**Cell density map**

The die is cut into 16 by 17 equal tiles; white is low, dark blue is high, 0 to 100% covered.
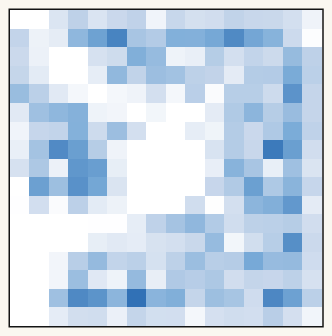
**Met3 routing**

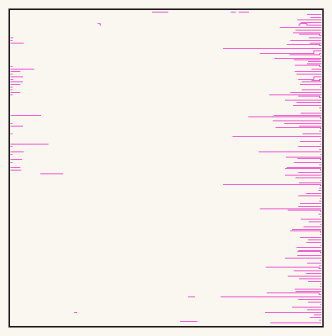
**Cell outlines without signal wires**

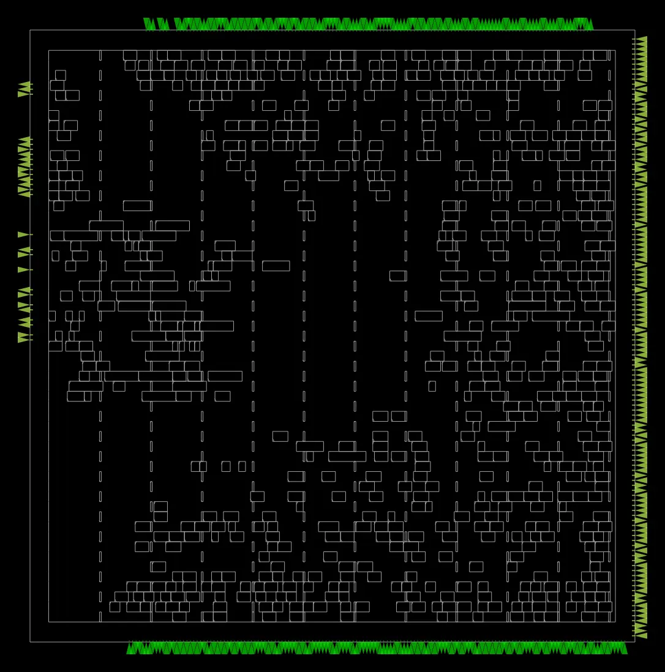
==> src/rtl/mem_arbiter_if.sv <==
// Bus bundle for mem_arbiter: two client request/response channels plus the
// put/get channels toward the memory wrapper.
interface mem_arbiter_if #(
  parameter int unsigned REQ_W = 68
);
  logic             imem_req_valid;
  logic             imem_req_ready;
  logic [REQ_W-1:0] imem_req;
  logic             imem_resp_valid;
  logic             imem_resp_ready;
  logic [REQ_W-1:0] imem_resp;

  logic             dmem_req_valid;
  logic             dmem_req_ready;
  logic [REQ_W-1:0] dmem_req;
  logic             dmem_resp_valid;
  logic             dmem_resp_ready;
  logic [REQ_W-1:0] dmem_resp;

  logic             put_valid;
  logic             put_ready;
  logic [REQ_W-1:0] put_request;
  logic             get_ready;
  logic             get_valid;
  logic [REQ_W-1:0] get_response;

  // Arbiter side.
  modport slave (
    input  imem_req_valid, imem_req, imem_resp_ready,
    input  dmem_req_valid, dmem_req, dmem_resp_ready,
    input  put_ready, get_ready, get_response,
    output imem_req_ready, imem_resp_valid, imem_resp,
    output dmem_req_ready, dmem_resp_valid, dmem_resp,
    output put_valid, put_request, get_valid
  );

  // Clients plus memory wrapper side.
  modport master (
    output imem_req_valid, imem_req, imem_resp_ready,
    output dmem_req_valid, dmem_req, dmem_resp_ready,
    output put_ready, get_ready, get_response,
    input  imem_req_ready, imem_resp_valid, imem_resp,
    input  dmem_req_ready, dmem_resp_valid, dmem_resp,
    input  put_valid, put_request, get_valid
  );
endinterface

==> src/rtl/mem_arbiter.sv <==
// Two-client memory arbiter with an in-order route FIFO for responses.
// Define MEM_ARB_DMEM_PRIO_EN to give dmem fixed priority; default is round-robin.
module mem_arbiter #(
  parameter int unsigned DEPTH = 4,
  parameter int unsigned REQ_W = 68
) (
  input  logic         CLK,
  input  logic         RST,
  mem_arbiter_if.slave bus,
  output logic         orphan_err
);
  localparam int unsigned PTR_W = (DEPTH > 1) ? $clog2(DEPTH) : 1;
  localparam int unsigned CNT_W = PTR_W + 1;
  localparam logic [CNT_W-1:0] FULL_CNT = CNT_W'(DEPTH);

  logic [DEPTH-1:0] r_route;  // one client id per outstanding request
  logic [PTR_W-1:0] r_wr_ptr;
  logic [PTR_W-1:0] r_rd_ptr;
  logic [CNT_W-1:0] r_count;
  logic             r_rr_ptr;
  logic             r_orphan;

  logic             w_full;
  logic             w_empty;
  logic             w_conflict_pick;
  logic             w_grant;
  logic             w_push;
  logic             w_pop;
  logic             w_head;
  logic             w_dest_ready;
  logic [REQ_W-1:0] w_put_request;

`ifdef MEM_ARB_DMEM_PRIO_EN
  assign w_conflict_pick = 1'b1;
`else
  assign w_conflict_pick = r_rr_ptr;
`endif

  always_comb begin
    w_full  = (r_count == FULL_CNT);
    w_empty = (r_count == '0);

    w_grant = r_rr_ptr;
    if (bus.imem_req_valid && !bus.dmem_req_valid) begin
      w_grant = 1'b0;
    end else if (!bus.imem_req_valid && bus.dmem_req_valid) begin
      w_grant = 1'b1;
    end else if (bus.imem_req_valid && bus.dmem_req_valid) begin
      w_grant = w_conflict_pick;
    end

    w_put_request       = w_grant ? bus.dmem_req : bus.imem_req;
    bus.put_request     = w_put_request;
    // Handshake outputs are forced low while reset is asserted.
    bus.put_valid       = !RST && (bus.imem_req_valid || bus.dmem_req_valid) && !w_full;
    bus.imem_req_ready  = !RST && bus.put_ready && !w_full && !w_grant;
    bus.dmem_req_ready  = !RST && bus.put_ready && !w_full && w_grant;
    w_push              = bus.put_valid && bus.put_ready;

    w_head              = r_route[r_rd_ptr];
    w_dest_ready        = w_head ? bus.dmem_resp_ready : bus.imem_resp_ready;
    bus.imem_resp_valid = !RST && bus.get_ready && !w_empty && !w_head;
    bus.dmem_resp_valid = !RST && bus.get_ready && !w_empty && w_head;
    bus.imem_resp       = bus.get_response;
    bus.dmem_resp       = bus.get_response;
    bus.get_valid       = !RST && bus.get_ready && !w_empty && w_dest_ready;
    w_pop               = bus.get_valid;

    orphan_err          = r_orphan;
  end

  always_ff @(posedge CLK or posedge RST) begin
    if (RST) begin
      r_route  <= '0;
      r_wr_ptr <= '0;
      r_rd_ptr <= '0;
      r_count  <= '0;
      r_rr_ptr <= 1'b0;
      r_orphan <= 1'b0;
    end else begin
      if (w_push) begin
        r_route[r_wr_ptr] <= w_grant;
        r_wr_ptr          <= r_wr_ptr + PTR_W'(1);
        r_rr_ptr          <= ~w_grant;
      end
      if (w_pop) begin
        r_rd_ptr <= r_rd_ptr + PTR_W'(1);
      end
      if (w_push && !w_pop) begin
        r_count <= r_count + CNT_W'(1);
      end else if (!w_push && w_pop) begin
        r_count <= r_count - CNT_W'(1);
      end
      // A response offered with nothing outstanding has nowhere to go.
      if (bus.get_ready && w_empty) begin
        r_orphan <= 1'b1;
      end
    end
  end
endmodule

==> src/flat_wrapper.sv <==
// flat-port wrapper written by rule: the top's interface ports become plain ports
module mem_arbiter_flat 
#(
  parameter int unsigned DEPTH = 4,
  parameter int unsigned REQ_W = 68
)
  (CLK, RST, orphan_err, bus_imem_req_valid, bus_imem_req, bus_imem_resp_ready, bus_dmem_req_valid, bus_dmem_req, bus_dmem_resp_ready, bus_put_ready, bus_get_ready, bus_get_response, bus_imem_req_ready, bus_imem_resp_valid, bus_imem_resp, bus_dmem_req_ready, bus_dmem_resp_valid, bus_dmem_resp, bus_put_valid, bus_put_request, bus_get_valid);
  mem_arbiter_if #(.REQ_W(REQ_W)) bus_i ();
  input  logic CLK;
  input  logic RST;
  output logic orphan_err;
  input wire logic [$bits(bus_i.imem_req_valid)-1:0] bus_imem_req_valid;
  input wire logic [$bits(bus_i.imem_req)-1:0] bus_imem_req;
  input wire logic [$bits(bus_i.imem_resp_ready)-1:0] bus_imem_resp_ready;
  input wire logic [$bits(bus_i.dmem_req_valid)-1:0] bus_dmem_req_valid;
  input wire logic [$bits(bus_i.dmem_req)-1:0] bus_dmem_req;
  input wire logic [$bits(bus_i.dmem_resp_ready)-1:0] bus_dmem_resp_ready;
  input wire logic [$bits(bus_i.put_ready)-1:0] bus_put_ready;
  input wire logic [$bits(bus_i.get_ready)-1:0] bus_get_ready;
  input wire logic [$bits(bus_i.get_response)-1:0] bus_get_response;
  output wire logic [$bits(bus_i.imem_req_ready)-1:0] bus_imem_req_ready;
  output wire logic [$bits(bus_i.imem_resp_valid)-1:0] bus_imem_resp_valid;
  output wire logic [$bits(bus_i.imem_resp)-1:0] bus_imem_resp;
  output wire logic [$bits(bus_i.dmem_req_ready)-1:0] bus_dmem_req_ready;
  output wire logic [$bits(bus_i.dmem_resp_valid)-1:0] bus_dmem_resp_valid;
  output wire logic [$bits(bus_i.dmem_resp)-1:0] bus_dmem_resp;
  output wire logic [$bits(bus_i.put_valid)-1:0] bus_put_valid;
  output wire logic [$bits(bus_i.put_request)-1:0] bus_put_request;
  output wire logic [$bits(bus_i.get_valid)-1:0] bus_get_valid;
  assign bus_i.imem_req_valid = bus_imem_req_valid;
  assign bus_i.imem_req = bus_imem_req;
  assign bus_i.imem_resp_ready = bus_imem_resp_ready;
  assign bus_i.dmem_req_valid = bus_dmem_req_valid;
  assign bus_i.dmem_req = bus_dmem_req;
  assign bus_i.dmem_resp_ready = bus_dmem_resp_ready;
  assign bus_i.put_ready = bus_put_ready;
  assign bus_i.get_ready = bus_get_ready;
  assign bus_i.get_response = bus_get_response;
  assign bus_imem_req_ready = bus_i.imem_req_ready;
  assign bus_imem_resp_valid = bus_i.imem_resp_valid;
  assign bus_imem_resp = bus_i.imem_resp;
  assign bus_dmem_req_ready = bus_i.dmem_req_ready;
  assign bus_dmem_resp_valid = bus_i.dmem_resp_valid;
  assign bus_dmem_resp = bus_i.dmem_resp;
  assign bus_put_valid = bus_i.put_valid;
  assign bus_put_request = bus_i.put_request;
  assign bus_get_valid = bus_i.get_valid;
  mem_arbiter #(.DEPTH(DEPTH), .REQ_W(REQ_W)) u_core (.CLK(CLK), .RST(RST), .bus(bus_i), .orphan_err(orphan_err));
endmodule
==> config.mk <==
export PLATFORM = sky130hd
export DESIGN_NAME = mem_arbiter_flat
export DESIGN_NICKNAME = d
export VERILOG_FILES = /design/src/rtl/mem_arbiter_if.sv /design/src/rtl/mem_arbiter.sv /design/src/flat_wrapper.sv
export SDC_FILE = /design/constraint.sdc
export NUM_CORES = 1
export LEC_CHECK = 0
export CAP_MARGIN = 10
export CORE_AREA = 5 5 159 161
export DETAILED_ROUTE_END_ITERATION = 7
export DIE_AREA = 0 0 164 166
export GPL_TIMING_DRIVEN = 0
export PLACE_DENSITY_LB_ADDON = 0.08
export SLEW_MARGIN = 10
export SYNTH_ARGS = -nofsm -noshare
export SYNTH_HDL_FRONTEND = slang
export SYNTH_SLANG_ARGS = --single-unit
export TNS_END_PERCENT = 30
==> constraint.sdc <==
create_clock -name CLK -period 2.8 [get_ports CLK]
set_clock_uncertainty 0.15 [all_clocks]
set_input_delay 0.84 -clock CLK [delete_from_list [all_inputs] [get_ports CLK]]
set_output_delay 0.84 -clock CLK [all_outputs]
set_load 0.01 [all_outputs]
==> run_results.csv <==
group,metric,value,unit
final_timing,fin_ws,-298,ps
finish,drive_gt1_frac,0.483,
final_timing,relSlewSlack,0.647,
synth,ys_cells,280,
clock_tree,cts_made_buffers,3,
finish,finish.instance_area,0.00679,mm^2
synth,netlist_area,0.00265,mm^2
synth,syn-instance-count,280,
final_timing,worstMarginPinSlew,528,ps
power_and_ir_drop,leakage,2.97,nW
finish,nNonClkBuffers,505,
global_route,grt_max_degree,14,
outcome,status,"finished, violations left",
floorplanning,chipArea,0.0272,mm^2
synth,post-synth-top-area-cell,"buf_4",
final_timing,final_max_slew_viol_count,0,
synth,fp_nets,498,
finish,final_layout_top_logic_cells,"clkdlybuf4s50_1, buf_4, mux2_2",
finish,logic_gate_count,117,
final_timing,setup_viol,70,
placement,place.gp.congestion,0.726,
floorplanning,die_h,166,um
global_route,track_usage,0.122,
clock_tree,cts-root-buf,"clkbuf_16",
power_and_ir_drop,max-vdd-ir-drop,0.313,mV
setup_path,cp_max_fo,7,
clock_tree,postCtsSetupRepairBufs,2,
hold_path,hold_path.class,"reg -> reg",
job,warnings,31,
finish,clkCellAreaFrac,0.0118,
finish,area_growth,157,%
placement,dpl.hpwl,16200,um
synth,top_area_frac,0.389,
synth,ys_seq_frac,0.123,
finish,combAreaFraction,0.183,
power_and_ir_drop,swShare,0.353,
global_route,overflow,0,
synth,syn_avg_cell_area,9.45,um^2
clock_tree,clk_pin_slew,50,ps
power_and_ir_drop,p_sw,1.01,mW
synth,yosys-top-cells-area,"buf_4, mux2_2, dfrtp_1, buf_6, ha_1",
global_route,use_met2,0.250,
clock_tree,holdBufCountCts,0,
synth,yosys_warnings,0,
global_route,busiest_layer,"met2",
finish,largest_cell_class,"buffers",
global_route,antenna_found_initial,1,
power_and_ir_drop,power_frac_comb,0.774,
clock_tree,cts_tree,"done",
outcome,violations,"negative setup slack",
final_timing,layout_min_cycle_time,3100,ps
routing,drt-initial-drc-count,48,
routing,routed_wl,17900,um
power_and_ir_drop,powerDensity,421,mW/mm^2
floorplanning,fp_util,0.111,
setup_path,worstSetupPathType,"in -> out",
routing,num_vias,3144,
routing,viasPerCell,3.25,
synth,synth-edff-count,0,
power_and_ir_drop,finalPower,2.86,mW
global_route,grt.met3_usage,0.0338,
placement,place_area,0.00662,mm^2
final_timing,hold_slack,310,ps
finish,fin_cells,968,
synth,yosys-stat-area,0.00265,mm^2
clock_tree,cts_resized,386,
finish,area.combinational,0.00124,mm^2
power_and_ir_drop,pwr-share-clk,0.095,
clock_tree,clkLatencyLatePin,240,ps
finish,ff_latch_area,325,um^2
finish,buf_share,0.695,
synth,most_common_cell,"buf_4",
floorplanning,rows,57,
clock_tree,htreeDepth,1,
clock_tree,cts.sinks,13,
placement,dp.cells,958,
final_timing,timing.setup.tns,-17090,ps
placement,portBuffers,354,
Back to the opening pictures, 'cell density map':
- emptiest ninth of the die: centre
- mean over tiles: 23%
- nearly empty tiles: 18%
- densest ninth of the die: east

Back to the opening pictures, 'met3 routing':
- wire length on this layer: 1680 um
- share of all routed wire: 9.4%
- main direction: horizontal
- nets with wire on the layer: 153

Back to the opening pictures, 'cell outlines without signal wires':
Filler Cell Count: 2577
sequential cell count: 13
core region area: 0.0238 mm^2
Util after Layout: 0.285

[power groups by stage]
stage / Combinational (mW) / Sequential (mW) / Clock, mW
finish: 2.21 / 0.376 / 0.271
floorplan: 1.04 / 0.361 / 0
global placement: 2.08 / 0.371 / 0
CTS: 2.26 / 0.377 / 0.277
global route: 2.36 / 0.393 / 0.289
detailed placement: 2.10 / 0.376 / 0
[path summary, 6_finish.rpt]
check | startpoint | endpoint | cells past startpoint
max reg2reg | u_core.r_count[0] | u_core.r_count[1] | 8
min reg2reg | u_core.orphan_err | u_core.orphan_err | 1
max in group asynchronous | RST | u_core.r_rr_ptr | 2
min in group asynchronous | RST | u_core.r_wr_ptr[1] | 2
max | bus_dmem_req_valid | bus_put_request[18] | 6
min | u_core.orphan_err | u_core.orphan_err | 1
[metal layers]
layer  up-vias  part of all wire
met5         -           0.00073
met4         2            0.0017
li1       1526                 -
met2       161              0.57
met1      1451              0.34
met3         4             0.094
[worst max-delay path: stages]
cell and delay [ps]:
buf_8 100, maj3_4 390, buf_12 180, buf_16 140, mux2_4 320, buf_6 130
[registers in the layout, summed over array words and instances, names as in the netlist]
| name | cells |
|---|---|
| u_core.r_route | 4 |
| u_core.r_count | 3 |
| u_core.r_rd_ptr | 2 |
| u_core.r_wr_ptr | 2 |
| u_core.orphan_err | 1 |
| u_core.r_rr_ptr | 1 |
[logic make-up (layout without fill, tap and decap cells)]
| group | Yosys count | count (layout) | synth area share |
|---|---|---|---|
| compound gates | 6 | 6 | 0.0137 |
| xor+xnor | 5 | 5 | 0.0166 |
| fa+ha+maj | 7 | 7 | 0.0355 |
| buf+inv | 150 | 514 | 0.425 |
| flops | 13 | 13 | 0.123 |
| mux | 79 | 79 | 0.333 |
| simple gates | 20 | 20 | 0.0530 |
Power is estimated from default activity; no workload was simulated.
